### src/rtl/types_pkg.sv
// -----------------------------------------------------------------------------
// types_pkg
//   Shared fetch-path types and sizing helpers.
//   DATA_BUS     : width of instruction and address words.
//   fetch_entry  : one queued fetch (instruction word + its PC).
//   ptrWidth()   : read/write pointer width for a given queue depth.
//   countWidth() : occupancy counter width; one extra bit so "full" is
//                  representable.
// -----------------------------------------------------------------------------
package types_pkg;

  localparam int DATA_BUS = 32;

  typedef struct packed {
    logic [DATA_BUS-1:0] instr;
    logic [DATA_BUS-1:0] pc;
  } fetch_entry;

  function automatic int ptrWidth(input int depth);
    return (depth > 1) ? $clog2(depth) : 1;
  endfunction

  function automatic int countWidth(input int depth);
    return $clog2(depth) + 1;
  endfunction

endpackage

### src/rtl/fetch_queue.sv
// -----------------------------------------------------------------------------
// fetch_queue
//   Small FIFO between instruction fetch and decode. Entries carry the
//   instruction word and its PC; the head also presents PC + 4. A flush from
//   execute (taken branch/jump) empties the queue and refuses the entry
//   offered in the same cycle.
//
//   Optional build macro FETCH_QUEUE_BYPASS_EN: when the queue is empty, the
//   offered entry is routed straight to the decode side in the same cycle and,
//   if decode takes it, it is never written into storage.
//
// Parameters
//   DEPTH          number of entries; power of two, 2..16
// Ports
//   clk            clock, rising edge
//   rst            asynchronous reset, active low
//   enq_valid_i    fetch offers an entry
//   enq_ready_o    queue accepts the offered entry
//   enq_instr_i    offered instruction word
//   enq_pc_i       PC of the offered instruction
//   deq_valid_o    head entry presented to decode
//   deq_ready_i    decode consumes the head entry
//   deq_instr_o    head instruction
//   deq_pc_o       head PC
//   deq_pcplus4_o  head PC + 4 (wraps modulo 2^32)
//   flush_i        discard all entries
//   count_o        occupancy
// -----------------------------------------------------------------------------
module fetch_queue
  import types_pkg::*;
#(
  parameter int DEPTH = 4
) (
  input  logic                          clk,
  input  logic                          rst,
  input  logic                          enq_valid_i,
  output logic                          enq_ready_o,
  input  logic [DATA_BUS-1:0]           enq_instr_i,
  input  logic [DATA_BUS-1:0]           enq_pc_i,
  output logic                          deq_valid_o,
  input  logic                          deq_ready_i,
  output logic [DATA_BUS-1:0]           deq_instr_o,
  output logic [DATA_BUS-1:0]           deq_pc_o,
  output logic [DATA_BUS-1:0]           deq_pcplus4_o,
  input  logic                          flush_i,
  output logic [countWidth(DEPTH)-1:0]  count_o
);

  localparam int PTR_W = ptrWidth(DEPTH);
  localparam int CNT_W = countWidth(DEPTH);
  localparam logic [CNT_W-1:0] FULL_COUNT = CNT_W'(DEPTH);

  fetch_entry        entries [DEPTH];
  fetch_entry        headEntry;
  fetch_entry        enqEntry;
  logic [PTR_W-1:0]  wrPtr;
  logic [PTR_W-1:0]  rdPtr;
  logic [CNT_W-1:0]  count;
  logic              isEmpty;
  logic              isFull;
  logic              doPush;
  logic              doPop;

  assign isEmpty   = (count == '0);
  assign isFull    = (count == FULL_COUNT);
  assign enqEntry  = '{instr: enq_instr_i, pc: enq_pc_i};
  assign headEntry = entries[rdPtr];

  // Ready looks only at occupancy and flush, never at deq_ready_i, so fetch
  // never sees a combinational loop through decode.
  assign enq_ready_o = !isFull && !flush_i;

`ifdef FETCH_QUEUE_BYPASS_EN
  logic bypassActive;

  assign bypassActive = isEmpty && !flush_i;

  // NOTE: every output gets a value on every path through this block; a
  // missing assignment in one branch would infer a latch.
  always_comb begin
    if (bypassActive) begin
      deq_valid_o = enq_valid_i;
      deq_instr_o = enq_instr_i;
      deq_pc_o    = enq_pc_i;
    end else begin
      deq_valid_o = !isEmpty && !flush_i;
      deq_instr_o = headEntry.instr;
      deq_pc_o    = headEntry.pc;
    end
  end

  // An entry that passes straight through to decode is not stored.
  assign doPush = enq_valid_i && enq_ready_o && !(bypassActive && deq_ready_i);
  assign doPop  = deq_valid_o && deq_ready_i && !bypassActive;
`else
  assign deq_valid_o = !isEmpty && !flush_i;
  assign deq_instr_o = headEntry.instr;
  assign deq_pc_o    = headEntry.pc;

  assign doPush = enq_valid_i && enq_ready_o;
  assign doPop  = deq_valid_o && deq_ready_i;
`endif

  assign deq_pcplus4_o = deq_pc_o + DATA_BUS'(4);
  assign count_o       = count;

  // Pointers wrap for free because DEPTH is a power of two.
  // NOTE: state registers use non-blocking assignments so every flop samples
  // the pre-edge value of every other flop.
  always_ff @(posedge clk or negedge rst) begin
    if (!rst) begin
      wrPtr <= '0;
      rdPtr <= '0;
      count <= '0;
    end else if (flush_i) begin
      wrPtr <= '0;
      rdPtr <= '0;
      count <= '0;
    end else begin
      if (doPush) wrPtr <= wrPtr + PTR_W'(1);
      if (doPop)  rdPtr <= rdPtr + PTR_W'(1);
      case ({doPush, doPop})
        2'b10:   count <= count + CNT_W'(1);
        2'b01:   count <= count - CNT_W'(1);
        default: count <= count;
      endcase
    end
  end

  // NOTE: entry storage has no reset; validity is tracked entirely by count
  // and the pointers, so stale words are never presented as valid.
  always_ff @(posedge clk) begin
    if (doPush) entries[wrPtr] <= enqEntry;
  end

endmodule

### config.mk
export PLATFORM = sky130hd
export DESIGN_NAME = fetch_queue
export DESIGN_NICKNAME = d
export VERILOG_FILES = /design/src/rtl/types_pkg.sv /design/src/rtl/fetch_queue.sv
export SDC_FILE = /design/constraint.sdc
export NUM_CORES = 1
export LEC_CHECK = 0
export CAP_MARGIN = 0
export CELL_PAD_IN_SITES_DETAIL_PLACEMENT = 0
export CELL_PAD_IN_SITES_GLOBAL_PLACEMENT = 2
export CORE_UTILIZATION = 36
export DETAILED_ROUTE_END_ITERATION = 8
export PLACE_DENSITY_LB_ADDON = 0.1
export RECOVER_POWER = 25
export SYNTH_ARGS = -nofsm -noshare
export SYNTH_HDL_FRONTEND = slang
export SYNTH_SLANG_ARGS = --single-unit
### constraint.sdc
create_clock -name clk -period 3.15 [get_ports clk]
set_clock_uncertainty 0.1 [all_clocks]
set_input_delay 0.7875 -clock clk [delete_from_list [all_inputs] [get_ports clk]]
set_output_delay 0.7875 -clock clk [all_outputs]
set_load 0.03 [all_outputs]
run_1/met3.png
Scale bar: 50 µm.
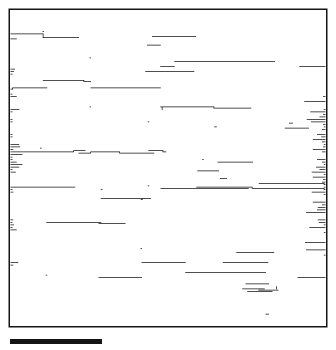
wire length on this layer = 1,160 µm
longest straight run = 54.3 µm
main direction = horizontal
nets with wire on the layer = 101
Routed Wire Length: 22,100 µm
routed vias: 5,414
GRT met3 Usage: 3.12%

run_1/gate_families.png
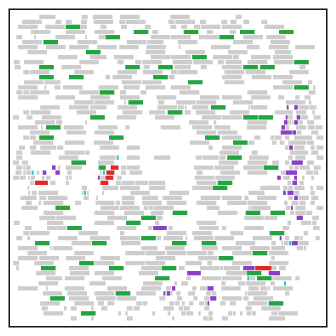
red -> adder and majority cells  # cells 6, most used ha_1
purple -> NAND gates  # cells 36, most used nand4_1
green -> multiplexers  # cells 65, most used mux4_2, where all over the die
cyan -> inverters  # cells 7, most used inv_1

run_1/met2.png
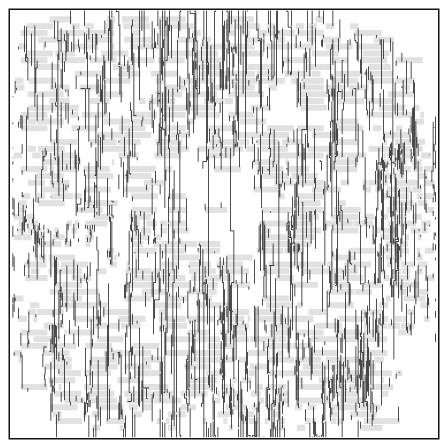
wire length on this layer = 11,100 µm
main direction = vertical
longest straight run = 61.9 µm

run_1/final_congestion.png
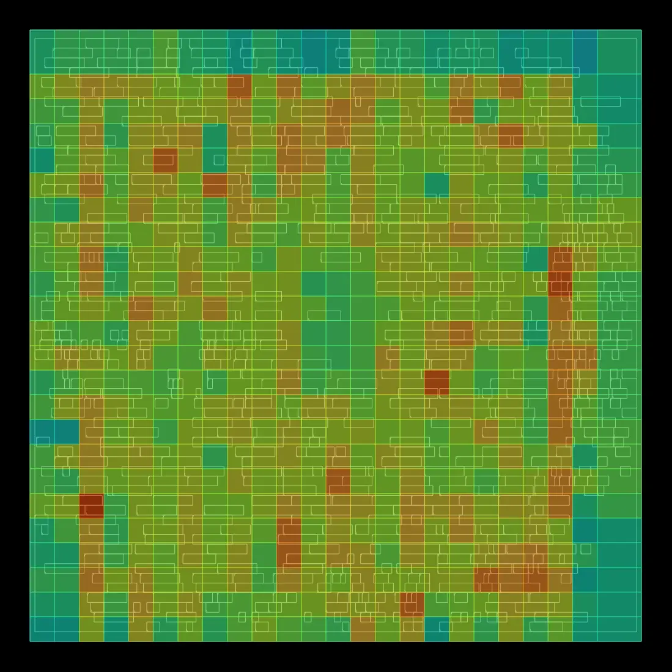
fin util: 50.2%
met1 Resource Use GR: 19.3%

==> ci_impl_report.md, run 1 <==
### Flow metrics

| Metric | Value |
|---|---|
| Core ar. | `~0.028 mm²` |
| Mi-comb count | `181` |
| GR Layer Usage met2 | `between 20% and 30%` |
| Failing checks | `setup timing` |
| Placed Area | `roughly 0.013 mm²` |
| Post-synthesis sequential area ratio | `roughly three quarters` |
| Largest net degree at the start of global routing | `42` |
| Post-CTS Hold Fix Bufs | `0` |
| Chip Area, Yosys | `approximately 0.01 mm²` |
| Worst-Skew Late Latency | `between 0.5 and 0.6 ns` |
| Final Wtd Congestion | `between 0.7 and 0.8` |
| Final Max Tran Viols | `0` |
| Synth cell types | `32` |
| Crit path kind | `flip-flop to primary output` |
| Ao+oa area frac | `less than 1%` |
| Area Growth Syn to Fin | `36.5%` |
| Multi-input combinational area share | `between 15 and 20%` |
| Crit path capture type | `primary output` |
| Signal inverters | `7` |
| Crit path max fanout | `6` |
| Slew @ Worst Pin | `0.539 ns` |
| Top cell category | `sequential cells` |
| Die H | `roughly 170 µm` |
| FF/Latch Area | `approximately 0.0079 mm²` |
| Multiplexer share | `between 10% and 20%` |
| XORs/XNORs by Area | `2.81%` |
| Clock tree root buffer cell | `clkbuf_16` |
| # setup viols final | `55` |
| Setup WS post-layout | `-0.571 ns` |
| Final Hold Viols | `0` |
| H-tree levels | `1` |
| GR Util All Layers | `~15%` |
| CP Launch Type | `flip-flop` |
| Most instantiated logic cell after routing | `edfxtp_1` |
| Fillcell total | `2,311` |
| Number of global-route vias before repair | `~5,800` |
| Yosys reg bits | `263` |
| Antenna cell count | `1` |
| Syn nets | `between 500 and 600` |
| Post-DRT Antenna Nets | `0` |
| DR pass1 iterations | `5` |
| Max clock buf depth | `3` |
| Highest metal used | `met5` |
| Comb gate area | `approximately 0.0026 mm²` |
| Worst slew margin | `between 60% and 70%` |
| Setup TNS | `-21.50 ns` |
| Worst reg2reg startpoint | `count_o[1]` |
| Post_cts resized | `roughly 110` |
| # nets final | `between 700 and 800` |
| Yosys adder share | `less than 1%` |
| Fin crit period | `approximately 3.7 ns` |
| Max_cap viols | `0` |
| Met1 WL | `9430 µm` |
| YS warnings | `0` |
| Clk sinks | `263` |
| Wire length per cell | `roughly 20 µm` |
| Maximum clock frequency | `between 0.2 and 0.3 GHz` |
| Clock buf count | `35` |
| Worst EP arrival | `2.83 ns` |
| WP data required | `roughly 2.3 ns` |
| Design area | `0.0140 mm²` |
| Leak | `roughly 4.7 nW` |
| First-pass GRT wire length | `roughly 33,000 µm` |
| Status | `finished, violations left` |
| Hold WS | `between 0.4 and 0.5 ns` |
| FF+latch count | `between 200 and 300` |
| DR WL met3 | `1160 µm` |
| Reg-to-Reg End | `count_o[2]` |
| Hold EP | `wrPtr[0]` |
| Grt ovf | `0` |
| Seq/total area | `a little under three fifths` |
| # Taps | `approximately 380` |
| Most numerous logic cells after layout | `256 x edfxtp_1, 66 x buf_4, 64 x mux4_2` |
| Postcts setup bufs | `8` |
| CTS Buf Count | `28` |
| Fin cells | `between 1,000 and 1,500` |
| Post-layout period usage of the worst path | `118%` |
| TritonCTS clock tree | `yes` |
| Placed cell count | `between 1,000 and 1,500` |
| DRC | `0` |
| Ports | `170` |
| Total Power | `around 11 mW` |
| Worst setup path end | `deq_pcplus4_o[28]` |
| FP Util | `between 30% and 40%` |
| Clock Pin Slew Worst Setup and Hold Paths | `~0.060 ns` |
| R2r setup slk | `between 0.9 and 1 ns` |
| Mapped Area | `between 0.01 and 0.015 mm²` |
| Cell Rows | `61` |
| Busiest layer in global routing | `met2` |
| R2R cell count | `7` |
| HPWL Detailed | `~14,000 µm` |
| Non-clock buffer share | `16.0%` |
| Buffers excl. clock | `about 230` |
| Vias per cell | `between 4 and 5` |
| Tool warnings | `32` |
| RSZ-0062 raised after global routing | `yes` |
| Placement Setup Slack | `-0.107 ns` |
| Layout cells sized above 1 | `about 38%` |
| Yosys Instances | `around 470` |
| WHS Path Cells | `1` |
| Cell count after synthesis | `roughly 470` |
| Min-delay src | `wrPtr[0]` |
| Basic Gates by Area | `~4.0%` |
| Syn Area/Cell | `21.8 µm²` |
| Chip area | `just under 0.03 mm²` |
| Start point of the critical path | `rdPtr[0]` |
[run 1: cell usage after synthesis]
cell type	number	area [µm²]
ha_1	5	62.6
a211oi_1	2	15.0
nand3b_1	2	15.0
or2_2	1	6.26
and2_1	8	50.1
nor2_1	14	52.6
nor3_1	6	30.0
nand4_1	10	62.6
a21oi_1	1	5.00
edfxtp_1	256	7690
mux2_2	1	11.3
o31ai_1	1	7.51
nand3_1	12	60.1
inv_1	7	26.3
xor2_1	5	43.8
and3_1	4	25.0
fa_1	1	20.0
nand2b_1	2	12.5
buf_2	7	35.0
o21ai_0	1	5.00
nand4_4	2	42.5
nor2_2	1	6.26
clkbuf_1	3	11.3
dfrtp_1	7	175
buf_6	2	22.5
xnor2_1	28	245
mux4_2	64	1440
buf_4	5	37.5
nand2_1	8	30.0
nor4_4	1	21.3
buf_1	3	11.3
a22oi_1	1	7.51
[run 1: where the power goes]
| part | leakage (nW) | total (mW) | switching (mW) | internal [mW] |
|---|---|---|---|---|
| registers | 2.41 | 4.16 | 0.0881 | 4.08 |
| clock network | 0.404 | 2.96 | 1.23 | 1.74 |
| logic | 1.89 | 4.26 | 2.33 | 1.93 |
[run 1: registers in the layout, summed over array words and instances, names as in the netlist]
| name | flops |
|---|---|
| count_o | 3 |
| rdPtr | 2 |
| entries | 256 |
| wrPtr | 2 |
[run 1: worst max-delay path, cell delays in order, from the launching register on]
cell and delay (ns):
dfrtp_4 0.52, buf_12 0.16, mux4_2 0.37, ha_4 0.15
nand3_4 0.07, nor4_4 0.29, buf_6 0.16, nand4_1 0.20
xnor2_4 0.22, buf_6 0.15
==> run 2: changes to the inputs <==
Settings changed: CORE_MARGIN from default to 3, SETUP_SLACK_MARGIN from default to 0.2.
Clock period 3.15 ns to 3.1 ns, I/O delays scaled along.
run_2/final_congestion.png
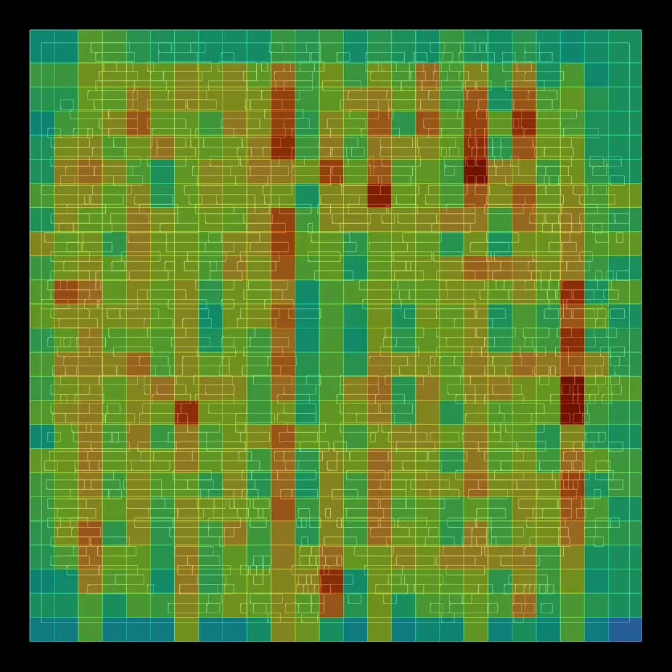
busiest layer in global routing: met2
GRT met3 Usage: 4.63%
GR Util All Layers: 14.8%
fin util: 51.4%
GR Layer Usage met2: 25.8%

==> ci_impl_report.md, run 2 <==
### Flow metrics

| Metric | Value |
|---|---|
| CTS Buf Count | `28 (unchanged)` |
| # setup viols final | `41 (was 55)` |
| RSZ-0062 raised after global routing | `yes (unchanged)` |
| Top cell area share | `74.7% (unchanged)` |
| Final Max Tran Viols | `0 (unchanged)` |
| Setup WS post-layout | `-0.614 ns (was -0.571 ns)` |
| DRC | `0 (unchanged)` |
| Maximum clock frequency | `about 0.27 GHz` |
| Most instantiated logic cell after routing | `edfxtp_1 (unchanged)` |
| Count leader, synth | `edfxtp_1 (unchanged)` |
| Synth async-reset ratio | `2.66% (unchanged)` |
| Fin crit period | `~3.7 ns` |
| Slew @ Worst Pin | `0.381 ns (was 0.539 ns)` |
| # nets final | `800 (was 790)` |
| Die H | `175 µm (was 171 µm)` |
| CP max stage delay | `0.49 ns (was 0.52 ns)` |
| Critical Path, Cell by Cell | `buf_12 -> mux4_2 -> nand4_4 -> nor4_4 -> buf_12 -> nand4_1 -> xnor2_4 -> buf_6 (was buf_12 -> mux4_2 -> ha_4 -> nand3_4 -> nor4_4 -> buf_6 -> nand4_1 -> xnor2_4 -> buf_6)` |
| Core ar. | `0.0279 mm² (unchanged)` |
| Layout cells sized above 1 | `43.0% (was 37.9%)` |
| Buf/Inv on CP | `3 (unchanged)` |
| Routed Wire Length | `22,600 µm (was 22,100 µm)` |
| Worst slew margin | `74.5% (was 64.1%)` |
| Clk sinks | `263 (unchanged)` |
| Worst EP arrival | `2.84 ns (was 2.83 ns)` |
| Placement Setup Slack | `-0.148 ns (was -0.107 ns)` |
| Wire length per cell | `20.1 µm (was 19.9 µm)` |
| Post-DRT Antenna Nets | `0 (unchanged)` |
| Clock share of power | `26.6% (was 26.0%)` |
| Most numerous logic cells after layout | `256 x edfxtp_1, 74 x buf_4, 64 x mux4_2 (was 256 x edfxtp_1, 66 x buf_4, 64 x mux4_2)` |
| Critical Path Most Common Cell | `buf_12 (was buf_6)` |
| H-tree levels | `1 (unchanged)` |
| Leak | `4.90 nW (was 4.71 nW)` |
| Main flop type | `edfxtp_1 (unchanged)` |
| Status | `finished, violations left (unchanged)` |
| DR pass1 iterations | `4 (was 5)` |
| Number of enable flip-flop cells | `256 (unchanged)` |
| Chip area | `0.0306 mm² (was 0.0292 mm²)` |
| Crit path max-delay cell type | `dfrtp_4 (unchanged)` |
| Routed vias | `5,426 (was 5,414)` |
| Mapped Area | `0.0103 mm² (unchanged)` |
| Crit path max fanout | `8 (was 6)` |
| TritonCTS clock tree | `yes (unchanged)` |
| Syn nets | `546 (unchanged)` |
| Placed Area | `0.0131 mm² (was 0.0130 mm²)` |
| Postcts setup bufs | `15 (was 8)` |
| Number of global-route vias before repair | `6,108 (was 5,824)` |
| Clock tree root buffer cell | `clkbuf_16 (unchanged)` |
| Switching power | `3.81 mW (was 3.65 mW)` |
| Final Wtd Congestion | `0.711 (was 0.727)` |
| Post-synth top cells | `256 x edfxtp_1, 64 x mux4_2, 28 x xnor2_1 (unchanged)` |
| Max_cap viols | `0 (unchanged)` |
| Design area | `0.0144 mm² (was 0.0140 mm²)` |
| Largest net degree at the start of global routing | `44 (was 42)` |
| Crit path kind | `flip-flop to primary output (unchanged)` |
| Yosys reg bits | `263 (unchanged)` |
| Ports | `170 (unchanged)` |
| Placed cell count | `1,051 (was 1,048)` |
| Fin cells | `1,126 (was 1,112)` |
| Post_cts resized | `277 (was 112)` |
| Failing checks | `setup timing (unchanged)` |
| First-pass GRT wire length | `35,400 µm (was 33,400 µm)` |
| Chip Area, Yosys | `0.0103 mm² (unchanged)` |
| Crit path capture type | `primary output (unchanged)` |
| Cell Rows | `61 (unchanged)` |
-- run 2: final cells by class --
type,count,area (µm²)
flip-flops and latches,263,7870
multi-input cells,182,2710
well taps,378,473
fillers,2313,13600
repair buffers,243,2400
clock buffers,40,777
diodes,1,2.50
clock inverters,12,109
inverters,7,26.3
-- run 2: power by group through the flow --
stage / Sequential [mW] / Clock (mW) / Combinational [mW]
after floorplan: 4.29 / 0 / 2.71
after global placement: 4.33 / 0 / 4.29
after detailed placement: 4.35 / 0 / 4.30
after CTS: 4.23 / 3.28 / 4.52
after global routing: 4.24 / 3.45 / 4.87
final: 4.22 / 3.19 / 4.57
-- run 2: worst paths after layout --
| path | start | end | slack, ns | cells past startpoint |
|---|---|---|---|---|
| min in group clk | count_o[2] | count_o[2] | 0.49 | 1 |
| hold / removal | rst | count_o[1] | 0.49 | 1 |
| setup / recovery | rdPtr[0] | deq_pcplus4_o[28] | -0.61 | 8 |
| setup reg to reg | count_o[0] | count_o[2] | 0.89 | 7 |
| hold reg to reg | count_o[2] | count_o[2] | 0.49 | 1 |
| max in group asynchronous | rst | rdPtr[1] | 2.10 | 1 |
-- run 2: cells by family (layout without fill, tap and decap cells) --
group                    count (synthesis)  after routing  synth area share [%]
multiplexers                            65             65                  14.1
flip-flops                             263            263                  76.4
buffers and inverters                   27            302                  1.40
XOR/XNOR                                33             33                  2.81
adder cells (fa/ha/maj)                  6              6                 0.803
other                                    0              1                     0
AND/OR/NAND/NOR                         71             72                  4.03
AND-OR/OR-AND                            6              6                 0.389
-- run 2: per-layer routing --
layer | vias to the layer above | track usage [%] | wire [µm]
met3 | 45 | 4.63 | 1690
met4 | 8 | 4.09 | 476
met1 | 2763 | 18.0 | 8960
met5 | - | 0 | 35
li1 | 2452 | - | -
met2 | 158 | 25.8 | 11500
Power is estimated from default activity; no workload was simulated.
